[src/rtl/seq_divider_if.sv]
// Operand/result bundle between the control unit and the sequential divider.
// Signal names follow the divider's own port list.
interface seq_divider_if #(
    parameter int WIDTH = 32
);
    logic             start;
    logic             signed_op;
    logic [WIDTH-1:0] dividend;
    logic [WIDTH-1:0] divisor;
    logic             busy;
    logic             done;
    logic [WIDTH-1:0] quotient;
    logic [WIDTH-1:0] remainder;
    logic             div_by_zero;

    modport master (
        output start, signed_op, dividend, divisor,
        input  busy, done, quotient, remainder, div_by_zero
    );

    modport slave (
        input  start, signed_op, dividend, divisor,
        output busy, done, quotient, remainder, div_by_zero
    );
endinterface

[src/rtl/seq_divider.sv]
// Restoring divider producing one quotient bit per clock, with sign fix-up.
// Results: quotient (ALU low word) and remainder (ALU high word).
module seq_divider #(
    parameter int WIDTH = 32,
    parameter int CNT_W = 6
) (
    input  logic         clk,
    input  logic         clr,
    seq_divider_if.slave bus
);
    typedef enum logic [1:0] {S_IDLE, S_RUN, S_FIX, S_DONE} state_t;

    state_t             r_state;
    logic [CNT_W-1:0]   r_cnt;
    logic               r_signed;
    logic               r_neg_a;
    logic               r_neg_b;
    logic [WIDTH-1:0]   r_prem;
    logic [WIDTH-1:0]   r_wquot;
    logic [WIDTH-1:0]   r_dvsr;
    logic               r_busy;
    logic               r_done;
    logic               r_dbz;
    logic [WIDTH-1:0]   r_quotient;
    logic [WIDTH-1:0]   r_remainder;

    logic [WIDTH-1:0]   w_mag_dividend;
    logic [WIDTH-1:0]   w_mag_divisor;
    logic [WIDTH:0]     w_shift;
    logic [WIDTH-1:0]   w_diff;
    logic               w_fits;
    logic [WIDTH-1:0]   w_next_prem;
    logic               w_neg_q;
    logic               w_neg_r;

    // -2^(WIDTH-1) negates to itself, which read as unsigned is the correct magnitude.
    assign w_mag_dividend = (bus.signed_op && bus.dividend[WIDTH-1]) ? -bus.dividend : bus.dividend;
    assign w_mag_divisor  = (bus.signed_op && bus.divisor[WIDTH-1])  ? -bus.divisor  : bus.divisor;

    // The shifted remainder is WIDTH+1 bits; a successful trial always leaves less than the divisor.
    assign w_shift     = {r_prem, r_wquot[WIDTH-1]};
    assign w_fits      = (w_shift >= {1'b0, r_dvsr});
    assign w_diff      = w_shift[WIDTH-1:0] - r_dvsr;
    assign w_next_prem = w_fits ? w_diff : w_shift[WIDTH-1:0];

    assign w_neg_q = r_signed & (r_neg_a ^ r_neg_b);
    assign w_neg_r = r_signed & r_neg_a;

    always_ff @(posedge clk or posedge clr) begin
        if (clr) begin
            r_state     <= S_IDLE;
            r_cnt       <= '0;
            r_signed    <= 1'b0;
            r_neg_a     <= 1'b0;
            r_neg_b     <= 1'b0;
            r_prem      <= '0;
            r_wquot     <= '0;
            r_dvsr      <= '0;
            r_busy      <= 1'b0;
            r_done      <= 1'b0;
            r_dbz       <= 1'b0;
            r_quotient  <= '0;
            r_remainder <= '0;
        end else begin
            case (r_state)
                S_IDLE: begin
                    if (bus.start) begin
                        r_signed <= bus.signed_op;
                        r_neg_a  <= bus.signed_op & bus.dividend[WIDTH-1];
                        r_neg_b  <= bus.signed_op & bus.divisor[WIDTH-1];
                        r_dvsr   <= w_mag_divisor;
                        r_prem   <= '0;
                        r_cnt    <= '0;
                        r_busy   <= 1'b1;
                        r_dbz    <= 1'b0;
                        // Zero divisor keeps the raw dividend so it can be reported as the remainder.
                        if (bus.divisor == '0) begin
                            r_wquot <= bus.dividend;
                            r_state <= S_DONE;
                        end else begin
                            r_wquot <= w_mag_dividend;
                            r_state <= S_RUN;
                        end
                    end
                end
                S_RUN: begin
                    r_prem  <= w_next_prem;
                    r_wquot <= {r_wquot[WIDTH-2:0], w_fits};
                    r_cnt   <= r_cnt + 1'b1;
                    if (r_cnt == CNT_W'(WIDTH - 1)) begin
                        r_state <= S_FIX;
                    end
                end
                S_FIX: begin
                    r_quotient  <= w_neg_q ? -r_wquot : r_wquot;
                    r_remainder <= w_neg_r ? -r_prem  : r_prem;
                    r_done      <= 1'b1;
                    r_busy      <= 1'b0;
                    r_state     <= S_DONE;
                end
                default: begin
                    // Still busy here means we arrived straight from IDLE on a zero divisor.
                    if (r_busy) begin
                        r_quotient  <= '1;
                        r_remainder <= r_wquot;
                        r_dbz       <= 1'b1;
                        r_done      <= 1'b1;
                        r_busy      <= 1'b0;
                    end else begin
                        r_done  <= 1'b0;
                        r_state <= S_IDLE;
                    end
                end
            endcase
        end
    end

    assign bus.busy        = r_busy;
    assign bus.done        = r_done;
    assign bus.quotient    = r_quotient;
    assign bus.remainder   = r_remainder;
    assign bus.div_by_zero = r_dbz;
endmodule

[src/flat_wrapper.sv]
// flat-port wrapper written by rule: the top's interface ports become plain ports
module seq_divider_flat 
#(
    parameter int WIDTH = 32,
    parameter int CNT_W = 6
)
  (clk, clr, bus_start, bus_signed_op, bus_dividend, bus_divisor, bus_busy, bus_done, bus_quotient, bus_remainder, bus_div_by_zero);
  seq_divider_if #(.WIDTH(WIDTH)) bus_i ();
  input  logic clk;
  input  logic clr;
  input wire logic [$bits(bus_i.start)-1:0] bus_start;
  input wire logic [$bits(bus_i.signed_op)-1:0] bus_signed_op;
  input wire logic [$bits(bus_i.dividend)-1:0] bus_dividend;
  input wire logic [$bits(bus_i.divisor)-1:0] bus_divisor;
  output wire logic [$bits(bus_i.busy)-1:0] bus_busy;
  output wire logic [$bits(bus_i.done)-1:0] bus_done;
  output wire logic [$bits(bus_i.quotient)-1:0] bus_quotient;
  output wire logic [$bits(bus_i.remainder)-1:0] bus_remainder;
  output wire logic [$bits(bus_i.div_by_zero)-1:0] bus_div_by_zero;
  assign bus_i.start = bus_start;
  assign bus_i.signed_op = bus_signed_op;
  assign bus_i.dividend = bus_dividend;
  assign bus_i.divisor = bus_divisor;
  assign bus_busy = bus_i.busy;
  assign bus_done = bus_i.done;
  assign bus_quotient = bus_i.quotient;
  assign bus_remainder = bus_i.remainder;
  assign bus_div_by_zero = bus_i.div_by_zero;
  seq_divider #(.WIDTH(WIDTH), .CNT_W(CNT_W)) u_core (.clk(clk), .clr(clr), .bus(bus_i));
endmodule
[config.mk]
export PLATFORM = sky130hd
export DESIGN_NAME = seq_divider_flat
export DESIGN_NICKNAME = d
export VERILOG_FILES = /design/src/rtl/seq_divider_if.sv /design/src/rtl/seq_divider.sv /design/src/flat_wrapper.sv
export SDC_FILE = /design/constraint.sdc
export NUM_CORES = 1
export LEC_CHECK = 0
export CAP_MARGIN = 5
export CORE_ASPECT_RATIO = 0.75
export CORE_MARGIN = 5
export CORE_UTILIZATION = 52
export CTS_CLUSTER_DIAMETER = 150
export DETAILED_ROUTE_END_ITERATION = 10
export GPL_ROUTABILITY_DRIVEN = 0
export PLACE_DENSITY = 0.75
export SKIP_CTS_REPAIR_TIMING = 1
export SYNTH_ARGS = -nofsm -noshare
export SYNTH_HDL_FRONTEND = slang
export SYNTH_SLANG_ARGS = --single-unit
export TNS_END_PERCENT = 5
[constraint.sdc]
create_clock -name clk -period 6.24 [get_ports clk]
set_input_delay 1.248 -clock clk [delete_from_list [all_inputs] [get_ports clk]]
set_output_delay 1.248 -clock clk [all_outputs]
set_load 0.02 [all_outputs]
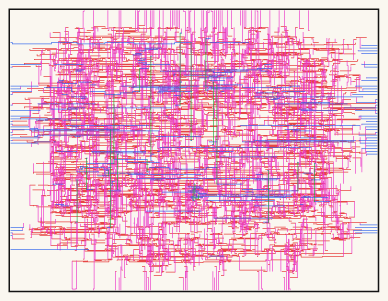
metal_stack.png
(2 px per µm)
Green shows met4, wire length 474 µm. Blue shows met3, wire length 2,590 µm. Magenta shows met2, wire length 14,200 µm. Red shows met1, wire length 15,000 µm.
vias post-DR: 10.5k
GRT Total Usage: 0.250
wire per inst: 18.1 µm

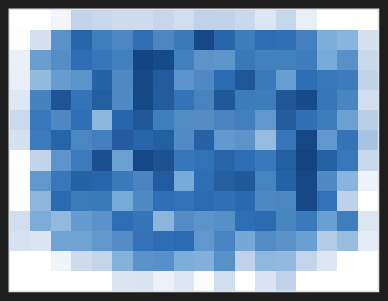
density.png
(2 px per µm) 18 x 14 tiles, from white (low) to dark blue (high), 0 to 100% covered.
The mean over all tiles is 52%. 21% of the tiles are over 75% full. 9.5% of the tiles are nearly empty. The emptiest ninth of the die: lower left. The densest ninth of the die: center. The fullest tile reaches 92%.
fp_density: 0.532
Core Util, Final: 0.625
Core Region: 22,200 µm²

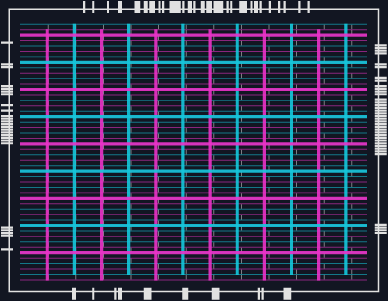
pdn.png
(2 px per µm) Pins as bars on the die edge. Tap cells in gray.
Cyan shows VDD. Magenta shows VSS.
294 tap cells. 135 signal pins sit on the boundary. 12 straps on met4. 9 straps on met5.
die y size: 140 µm
worst IR drop on VDD: 0.331 mV

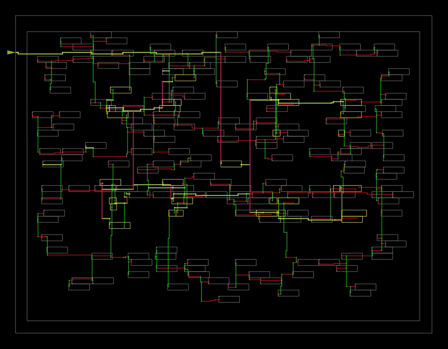
final_clocks.png
CLK BUF: 19
Sink Count: 174
CTS Buf Count: 17
clock group total power: 1.07 mW

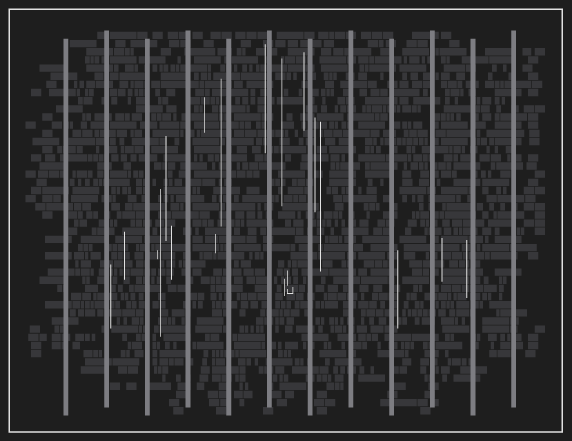
met4.png
(3 px per µm) Supply wires on this layer in gray. Cells faint in the background.
The layer holds 1.5% of the routed length. 14 nets have wire on it. The longest straight run is 49.6 µm.
final WL: 32,200 µm

==> reports/metrics.cfg <==
[worst_setup_path]
r2r_cells = 10
arrival_ns = 4.41
r2r_slack_ns = 2.17
path_max_fanout = 19
r2r-start = u_core.r_prem[3]
criticalPathCategory = reg -> reg
required_ns = 6.58
r2r-end = u_core.r_prem[0]
crit_start = u_core.r_prem[3]
cp-end-kind = flip-flop
worstSetupStartpointType = flip-flop

[synth]
synth_cell_types = 78
yosys.area.top_type = dfrtp_1
ys_cells = 1386
ys_top_cells_by_count = 176 x nand2_1, 174 x dfrtp_1, 158 x o21ai_0
ff_type = dfrtp_1
syn_area_per_cell_um2 = 8.51
syn_nets = 1496
postSynthSeqShare = 0.369
yosys.area.top_type_share = 0.369
synthArstFlopShare = 1.00
ys_chip_area_um2 = 11800
syn_area_um2 = 11800
synth.most_common_cell = nand2_1
top_cells_by_area = dfrtp_1 37%, o21ai_0 6.7%, xnor2_1 5.8%
syn_inst = 1386
edf_count = 0
ys_ff = 174
ys_warn_count = 0

[timing]
slew_headroom = 0.182
skew_ns = 0.0119
finalHoldViolations = 0
finalSetupViolCount = 0
tightest_slew_ns = 1.23
finalSetupTns_ns = 0
fin_crit_sh = 0.653
slew_viol_final = 0
period_needed_ns = 4.07
rsz0062_at_grt = no
fmax_mhz = 246

[cts]
clk_pin_slew_ns = 0.07
insertion_delay_ns = 0.44
cts_tree = built
clockBufferDepth = 2
htree_levels = 4
clockRootBuffer = clkbuf_16

[final_layout]
drive_above_1_share = 0.0532
area_delta_synth_final_pct = 17.6
antennaDiodeCount = 0
nets = 1581
instances_no_fill = 1778

[global_route]
antenna_found_initial = 0
grt_pass1_vias = 10200
grt_pass1_wl_um = 53000
overflow = 0
grt_start_max_net_pins = 100

[hold_path]
hold_depth = 2
hold_end = u_core.r_dvsr[14]
hp-start = u_core.r_dvsr[14]
min_path_type = reg -> reg

[power_and_ir_drop]
power.density_nw_per_um2 = 481
p_leak_nw = 5.92

[place]
dp.cells = 1746
portBuffers = 134
hpwl_um = 23800

[route]
drt_iter0_markers = 930
ant_nets = 0
first_pass_iters = 5
drc = 0
viasPerCell = 5.90

[floorplan]
dieArea_um2 = 25800
io_pins = 135
die_w_um = 184
row_count = 47

[run]
tool_warnings = 29
maxCapViolations = 0

[run_status]
status = finished, final reports clean

==> cell usage in the layout, fill, tap and decap left out, types with 10 or more instances in the layout <==
cell type        instances
a21o_1                  20
a21oi_1                103
clkbuf_16               17
clkdlybuf4s50_1        134
dfrtp_1                174
ha_1                    41
inv_1                   60
mux2i_1                 50
nand2_1                175
nand3_1                 16
nand4_1                 11
nor2_1                 103
nor3_1                  21
o21ai_0                158
o22ai_1                 29
o31ai_1                 25
or3_1                   11
or4_1                   10
xnor2_1                 78
xor2_1                  68
==> state kept, by name (all words and copies together), names as in the netlist <==
register,flops
u_core.r_signed,1
u_core.r_wquot,32
u_core.bus.div_by_zero,1
u_core.r_neg_a,1
u_core.r_dvsr,32
u_core.bus.done,1
u_core.r_prem,32
u_core.r_neg_b,1
u_core.bus.remainder,32
u_core.bus.busy,1
u_core.r_cnt,6
u_core.r_state,2
u_core.bus.quotient,32
==> worst max-delay path, cell delays in order (launching register included) <==
cell and delay [ns]:
dfrtp_1 0.46, ha_1 0.53, a21o_1 0.22, a31oi_1 0.09, a211oi_1 0.49, o21ai_0 0.31, a211o_1 0.40, a31oi_4 0.56
buf_4 0.42, mux2_2 0.38, o22ai_1 0.11
==> worst max-delay path by stage <==
stage | endpoint | slack, ns | cells past startpoint
4_1_cts | u_core.r_wquot[24] | 2.21 | 12
3_3_place_gp | u_core.r_wquot[11] | 1.88 | 12
2_1_floorplan | u_core.bus.busy | 0.28 | 1
6_report | u_core.r_prem[0] | 2.17 | 10
3_5_place_dp | u_core.r_wquot[23] | 1.78 | 12
5_1_grt | u_core.r_prem[0] | 1.91 | 10
==> cell type report <==
class                   instances  area [µm²]
fillers                      1907        8310
multi-input cells            1072        6900
flip-flops and latches        174        4350
repair buffers                144        1430
clock buffers                  19         443
well taps                     294         368
inverters                      62         238
clock inverters                13         130
==> layer usage <==
| layer | routed length [µm] | global-route usage |
|---|---|---|
| met1 | 15000 | 0.363 |
| met2 | 14200 | 0.380 |
| met3 | 2590 | 0.0630 |
| met4 | 473 | 0.0537 |
| met5 | 0 | 0 |
==> where the power goes <==
group          switching (mW)  leakage, nW  total, mW  internal, mW
combinational            2.19         3.50       3.61          1.43
clock                   0.498        0.268       1.07         0.570
sequential              0.433         2.15       1.99          1.55
total                    3.12         5.92       6.67          3.55
==> kinds of logic after synthesis <==
family,after synthesis,share of synthesized area
AOI/OAI and AO/OA,421,0.217
xor gates and xnor gates,146,0.108
adders and majority gates,42,0.0452
buffers and inverters,140,0.0480
DFF,174,0.369
muxes,52,0.0444
and+or+nand+nor,411,0.167
==> per-stage QoR <==
| stage | utilization | total power [mW] | setup WS [ns] | hold slack [ns] | instance area [µm²] |
|---|---|---|---|---|---|
| 3_5_place_dp | 0.599 | 5.56 | 1.78 | 0.469 | 13300 |
| 5_1_grt | 0.625 | 7.16 | 1.91 | 0.515 | 13900 |
| 2_1_floorplan | - | 4.45 | 0.275 | 0.450 | 11800 |
| 6_report | 0.625 | 6.67 | 2.17 | 0.482 | 13900 |
| 3_3_place_gp | 0.599 | 5.46 | 1.88 | 0.458 | 13300 |
| 4_1_cts | 0.625 | 6.64 | 2.21 | 0.485 | 13900 |
Power and IR drop assume default switching activity.
